<file path="config.mk">
export PLATFORM = sky130hd
export DESIGN_NAME = fpadd_arbiter
export DESIGN_NICKNAME = d
export VERILOG_FILES = /design/src/rtl/fpadd_arbiter.sv
export SDC_FILE = /design/constraint.sdc
export NUM_CORES = 1
export LEC_CHECK = 0
export ABC_CLOCK_PERIOD_IN_PS = 1640
export CORE_AREA = 2 2 121 123
export DETAILED_ROUTE_END_ITERATION = 7
export DIE_AREA = 0 0 123 125
export GPL_TIMING_DRIVEN = 0
export PLACE_DENSITY = 0.59
export SYNTH_ARGS = -nofsm -noshare
export SYNTH_HDL_FRONTEND = slang
export SYNTH_SLANG_ARGS = --single-unit
</file>
<file path="constraint.sdc">
create_clock -name clk -period 1.64 [get_ports clk]
set_input_delay 0.492 -clock clk [delete_from_list [all_inputs] [get_ports clk]]
set_output_delay 0.492 -clock clk [all_outputs]
set_load 0.005 [all_outputs]
</file>
<file path="src/rtl/fpadd_arbiter.sv">
// Two-requester round-robin front end for a shared pipelined FP32 adder.
// A {valid, id} tag pipeline matched to the adder latency steers each sum back to its requester.
module fpadd_arbiter #(
    parameter int unsigned ADD_LATENCY = 2,
    parameter int unsigned CNT_W       = 16
) (
    input  logic             clk,
    input  logic             reset,
    input  logic             req0_valid,
    input  logic [31:0]      req0_a,
    input  logic [31:0]      req0_b,
    output logic             req0_ready,
    input  logic             req1_valid,
    input  logic [31:0]      req1_a,
    input  logic [31:0]      req1_b,
    output logic             req1_ready,
    output logic [31:0]      add_a,
    output logic [31:0]      add_b,
    input  logic [31:0]      add_result,
    output logic             resp0_valid,
    output logic [31:0]      resp0_data,
    output logic             resp1_valid,
    output logic [31:0]      resp1_data,
    output logic             busy,
    output logic [CNT_W-1:0] op_count
);

    logic                   last_id;
    logic                   grant_id;
    logic                   accept;
    logic [ADD_LATENCY-1:0] tag_valid;
    logic [ADD_LATENCY-1:0] tag_id;
    logic                   out_valid;
    logic                   out_id;

    // last_id resets to 1 so requester 0 wins the first contention
    always_comb begin
        req0_ready = 1'b0;
        req1_ready = 1'b0;
        grant_id   = 1'b0;
        add_a      = '0;
        add_b      = '0;
        if (reset) begin
            if (req0_valid && req1_valid) begin
                grant_id = ~last_id;
            end else begin
                grant_id = req1_valid;
            end
            req0_ready = req0_valid && !grant_id;
            req1_ready = req1_valid && grant_id;
        end
        if (req0_ready) begin
            add_a = req0_a;
            add_b = req0_b;
        end else if (req1_ready) begin
            add_a = req1_a;
            add_b = req1_b;
        end
    end

    assign accept = req0_ready || req1_ready;

    always_ff @(posedge clk or negedge reset) begin
        if (!reset) begin
            last_id   <= 1'b1;
            tag_valid <= '0;
            tag_id    <= '0;
            op_count  <= '0;
        end else begin
            if (accept) begin
                last_id <= grant_id;
            end
            tag_valid[0] <= accept;
            tag_id[0]    <= grant_id;
            for (int unsigned i = 1; i < ADD_LATENCY; i++) begin
                tag_valid[i] <= tag_valid[i-1];
                tag_id[i]    <= tag_id[i-1];
            end
            if (out_valid) begin
                op_count <= op_count + CNT_W'(1);
            end
        end
    end

    assign out_valid = tag_valid[ADD_LATENCY-1];
    assign out_id    = tag_id[ADD_LATENCY-1];
    assign busy      = |tag_valid;

    always_comb begin
        resp0_valid = out_valid && !out_id;
        resp1_valid = out_valid && out_id;
        resp0_data  = resp0_valid ? add_result : '0;
        resp1_data  = resp1_valid ? add_result : '0;
    end

endmodule
</file>
**Gate-type map**

Bar = 20 um.
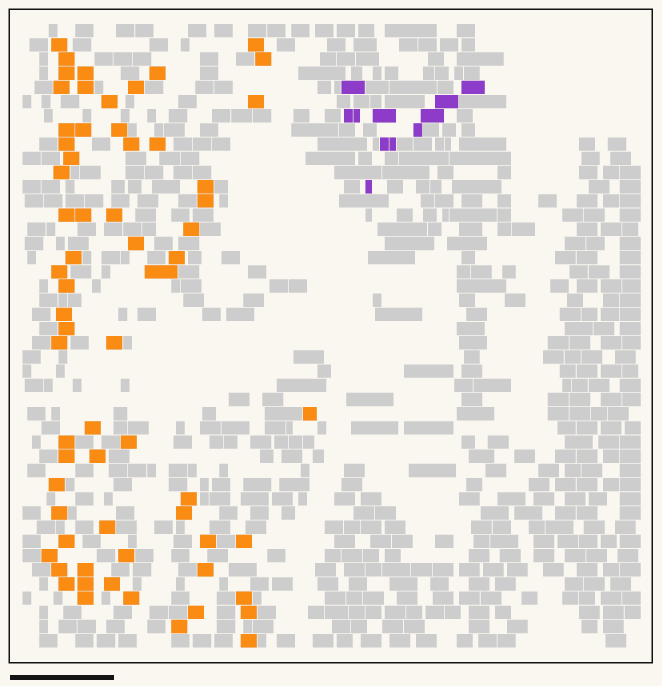
legend:
  non-inverting ao/oa cells:
    colour: orange
    cells: 65
    most_used: a22o_1
  nor cells:
    colour: purple
    cells: 11
    most_used: nor4_2
    where: top middle
multi-input gate share of total cell area: 0.2458
Commonest Layout Cell: clkdlybuf4s50_1

**Congestion heat map**

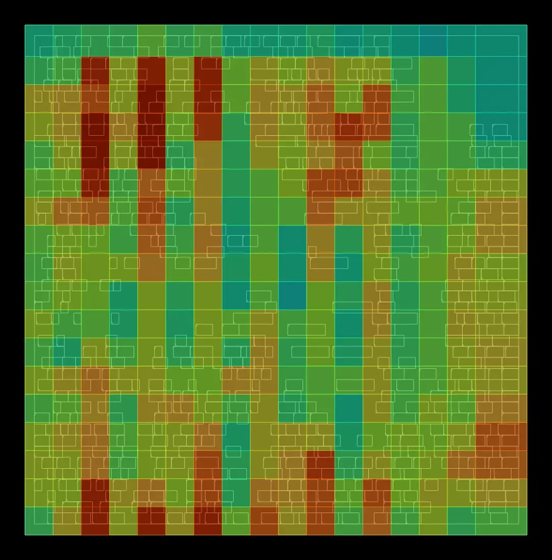
M3 GR Usage: 0.04243
met2 global-route usage: 0.3624
Final Util: 0.4766

**Wiring by layer**

Bar = 20 um.
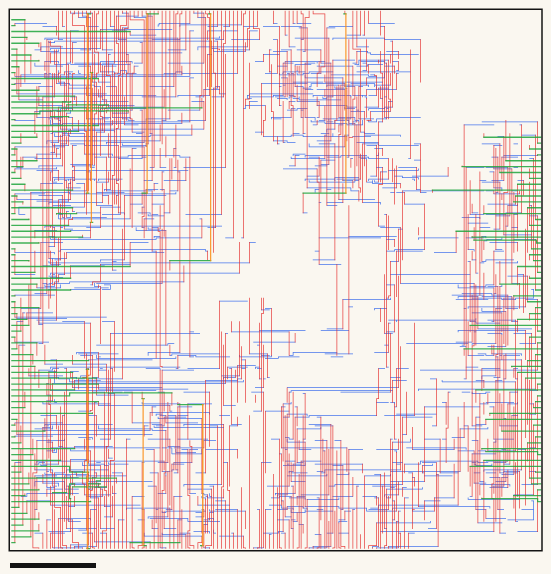
legend:
  M4:
    colour: orange
    wire_length: 324 um
  M1:
    colour: blue
    wire_length: 5620 um
  M2:
    colour: red
    wire_length: 8720 um
  M3:
    colour: green
    wire_length: 1240 um
DR vias: 3620
Global Route Usage Sum: 0.1884

**Local utilization**

12 x 12 tiles, from dark blue (low) to red (high), 0 to 100% covered.
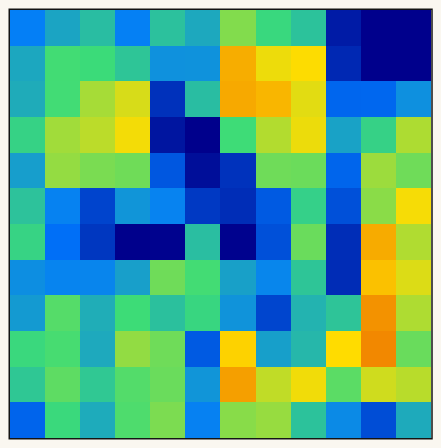
emptiest ninth of the die: middle
nearly empty tiles: 5.6%
densest ninth of the die: bottom right
tiles over 75% full: 6.2%
mean over tiles: 43%

**Clock distribution**

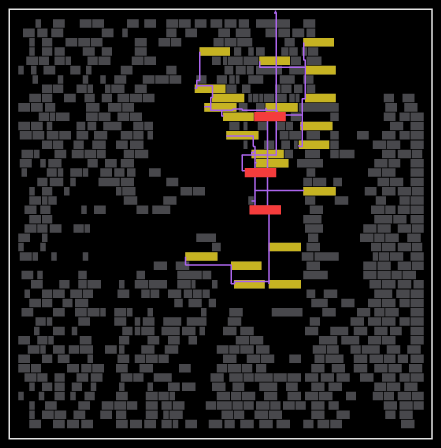
legend:
  clock wires:
    colour: purple
    length: 304 um
  flip-flops:
    colour: yellow
    count: 21
  clock-net drivers:
    colour: red
    count: 3
routed clock nets: 4

[synth_stat cells, types with 2 or more instances]
cell type | instances | area [um^2]
nand4_4 | 2 | 42.54
nand2_1 | 6 | 22.52
nor4_2 | 5 | 62.56
nand3_2 | 2 | 20.02
nand4_1 | 4 | 25.02
nand3_1 | 3 | 15.01
and3_1 | 32 | 200.2
and2_1 | 33 | 206.5
nor2_1 | 3 | 11.26
nor3_1 | 3 | 15.01
buf_2 | 10 | 50.05
xnor2_1 | 4 | 35.03
clkbuf_1 | 9 | 33.78
buf_4 | 4 | 30.03
a22o_1 | 64 | 560.5
dfrtp_1 | 20 | 500.5
xor2_1 | 11 | 96.34
a21oi_2 | 2 | 17.52
[registers in the layout, summed over array words and instances, names as in the netlist]
register   cells
op_count      16
tag_id         2
tag_valid      2
last_id        1
==> summary.txt <==
yosys + openroad results -> Adder Share, Synth=0.006135, Syn Area/Cell=8.945 um^2, worst setup margin=-0.6594 ns, CP cell instances=inv_2 -> a21oi_4 -> buf_6 -> buf_8 -> buf_8 -> buf_6 -> a22o_1 -> buf_2, Rel. slew slack=0.8095, Setup Viol. Count Final=133, crit-path max FO=6, drt initial violations=79, Logic area=1664 um^2, Crit path max-delay family=buffers and inverters, DR vias/cell=4.383, Comb power=2.13 mW, Mapped Nets=393, chip area=15380 um^2, post-CTS sizing=735, Clk. pwr=516 uW, area of the mapped netlist=2039 um^2, DP HPWL=11350 um, Worst Path Arrival=1.81 ns, TNS Setup=-50.92 ns, routed wire length=15890 um, GRT overflow=0, yosys warns=0, seq pwr=679 uW, critical path buffer and inverter count=6, residual DRC count=0, TritonRoute pass-1 iters=4, Psw=1.028 mW, Critical Path RT=1.15 ns, RSZ-0062 raised after global routing=yes, met3 wirelength from detailed routing=1235 um, #MultiIn Comb=181, max-slew violation count=0, Metal-1 WL=5618 um, inverter count=2, clk_lat worst skew=0.25 ns, Tcrit/Tclk final=1.402, ys cells=228, Non-clock buffers, area share=0.6268, AO/OA Area Share=0.2933, failing checks=negative setup slack, count of non-CTS buffers in the layout=432, CTS Sinks=21, Inserted Clock Buffers=3, Routed Antenna Nets=0, Slowest-stage cell, CP=dfstp_2, Post-Place Cells=724, synth unique cells=29, CTS Hold Bufs=0, # nets final=806, Logic pwr share=0.641, sequential cell area share=0.07967, run status=finished, violations left, htree depth=1, fp util=0.1436, Worst Tran Pin Value=0.2833 ns, Biggest consumer=combinational logic, max_cap viols=0, RR Startpoint=tag_valid[1], Final GP Congestion=0.9099, final instance area=6769 um^2, largest net degree at the start of global routing=13, crit path time final=2.299 ns, Synth Seq Share=0.2583, routed wl met2=8715 um, clk cell area share=0.01183
Power is estimated from default activity; no workload was simulated.
